[src/rtl/flop_pipe_chain.sv]
// Stallable DEPTH-stage, WIDTH-bit delay line with per-stage valid bits,
// synchronous reset to RESET_VAL, flush, hold, occupancy count and stage taps.
module flop_pipe_chain #(
    parameter int unsigned     WIDTH     = 8,
    parameter int unsigned     DEPTH     = 4,
    parameter logic [WIDTH-1:0] RESET_VAL = '0
) (
    input  logic                              clk,
    input  logic                              reset,
    input  logic                              en,
    input  logic                              flush,
    input  logic                              in_valid,
    input  logic [WIDTH-1:0]                  D,
    output logic [WIDTH-1:0]                  Q,
    output logic                              out_valid,
    output logic [WIDTH*DEPTH-1:0]            taps,
    output logic [DEPTH-1:0]                  tap_valid,
    output logic [$clog2(DEPTH+1)-1:0]        occupancy
);

    localparam int unsigned OCC_W = $clog2(DEPTH + 1);

    logic [WIDTH-1:0] data_q [DEPTH];
    logic [DEPTH-1:0] valid_q;
    logic [DEPTH-1:0] valid_d;
    logic [OCC_W-1:0] occ_q;
    logic [OCC_W-1:0] occ_d;

    // Next valid vector; occupancy is its popcount so it tracks tap_valid exactly.
    always_comb begin
        valid_d = valid_q;
        occ_d   = '0;
        if (reset || flush) begin
            valid_d = '0;
        end else if (en) begin
            valid_d[0] = in_valid;
            for (int i = 1; i < int'(DEPTH); i++) begin
                valid_d[i] = valid_q[i-1];
            end
        end
        for (int i = 0; i < int'(DEPTH); i++) begin
            occ_d = occ_d + OCC_W'(valid_d[i]);
        end
    end

    always_ff @(posedge clk) begin
        valid_q <= valid_d;
        occ_q   <= occ_d;
    end

    // Data shifts on enable regardless of valid; flush leaves data untouched.
    always_ff @(posedge clk) begin
        if (reset) begin
            for (int i = 0; i < int'(DEPTH); i++) begin
                data_q[i] <= RESET_VAL;
            end
        end else if (!flush && en) begin
            data_q[0] <= D;
            for (int i = 1; i < int'(DEPTH); i++) begin
                data_q[i] <= data_q[i-1];
            end
        end
    end

    genvar g;
    generate
        for (g = 0; g < int'(DEPTH); g++) begin : g_taps
            assign taps[g*WIDTH +: WIDTH] = data_q[g];
        end
    endgenerate

    assign Q         = data_q[DEPTH-1];
    assign out_valid = valid_q[DEPTH-1];
    assign tap_valid = valid_q;
    assign occupancy = occ_q;

endmodule

[config.mk]
export PLATFORM = sky130hd
export DESIGN_NAME = flop_pipe_chain
export DESIGN_NICKNAME = d
export VERILOG_FILES = /design/src/rtl/flop_pipe_chain.sv
export SDC_FILE = /design/constraint.sdc
export NUM_CORES = 1
export LEC_CHECK = 0
export ABC_AREA = 1
export CAP_MARGIN = 15
export CORE_MARGIN = 2
export CORE_UTILIZATION = 43
export CTS_CLUSTER_SIZE = 16
export DETAILED_ROUTE_END_ITERATION = 8
export GPL_ROUTABILITY_DRIVEN = 0
export GPL_TIMING_DRIVEN = 0
export PLACE_DENSITY = 0.78
export SETUP_SLACK_MARGIN = 0.5
export SLEW_MARGIN = 10
export SYNTH_ARGS = -nofsm -noshare
export SYNTH_HDL_FRONTEND = slang
export SYNTH_SLANG_ARGS = --single-unit
[constraint.sdc]
create_clock -name clk -period 3.6 [get_ports clk]
set_input_delay 0.72 -clock clk [delete_from_list [all_inputs] [get_ports clk]]
set_output_delay 0.72 -clock clk [all_outputs]
set_load 0.05 [all_outputs]
==> impl_metrics.ini <==
; physical design summary
[run_status]
status = finished, final reports clean

[synthesis]
synthSimpleGateAreaFrac_pct = 14.0
top_cell_area_share_pct = 59.2
largest_area_cell = edfxtp_1

[power]
irDropWorstVdd_mv = 0.244
p_per_area_mw_per_mm2 = 435
pg_seq_mw = 0.529
p_comb_mw = 0.242
p_total_mw = 1.04

[setup_path]
cpMostUsedCell = ha_1
slowest_delay_ns = 0.50
r2r-start = tap_valid[2]
reg2reg_depth = 7

[hold_path]
hold_start = tap_valid[0]
whs_endpoint = tap_valid[0]

[finish]
final_area_sq_mm = 0.00239
final_common_cell = clkdlybuf4s50_1
area_delta_synth_final_pct = 47.0

[clock_tree]
hold_buffers = 0
cts_made_buffers = 5
clkTransAtPathRegs_ns = 0.06
insertion_delay_ns = 0.28

[grt]
grtUsageMet1_pct = 14.7

[route]
drc = 0
viasPerCell = 4.09
first_iter_violations = 33
first_pass_iters = 4

[job]
cap_viol_max_count = 0

[final_timing]
relSlewSlack_pct = 65.4
whs_ns = 0.530
fin_crit_sh_pct = 69.2
**Pin map**

Pins as bars across the die edge, other pins in grey.
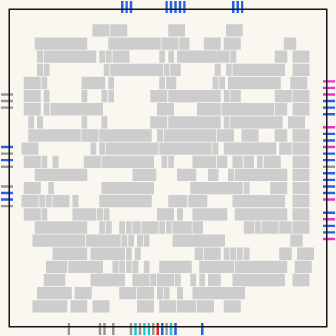
port	colour	pins	direction	edge
taps	blue	32	output	14 right, 11 top, 4 left, 3 bottom
tap_valid	cyan	4	output	bottom
flush	red	1	input	bottom
Q	magenta	8	output	right
all pins by edge	23 right, 16 bottom, 11 left, 11 top

**Sequential cells grouped by signal name**

Other cells in grey.
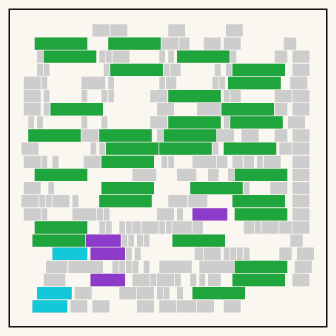
netlist name	colour	flops
occupancy	cyan	3
tap_valid	purple	4
data_q	green	32

**Wiring by layer**

Only two layers are drawn.
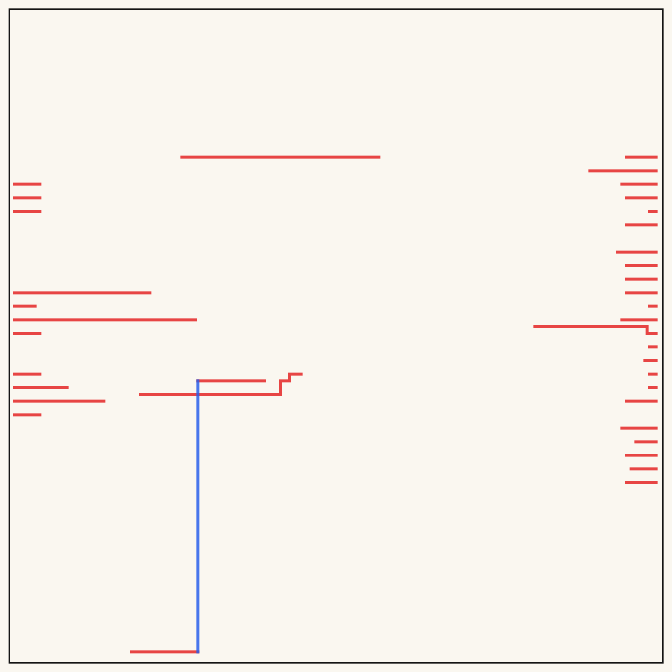
layer	colour	wire length
M3	red	184 um
M4	blue	27.2 um

**Congestion heat map**

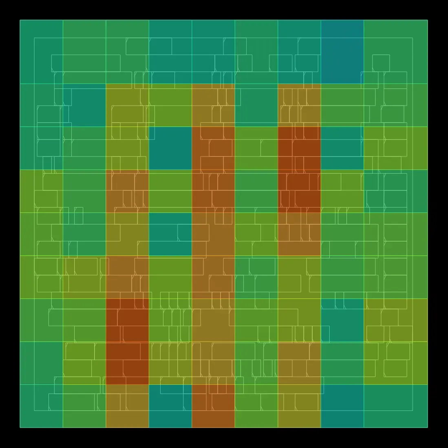
met3 usage: 5.48%
WL/cell: 10.1 um
met2 usage: 25.4%
GRT Total Usage: 14.2%
Top Usage Layer GRT: met2

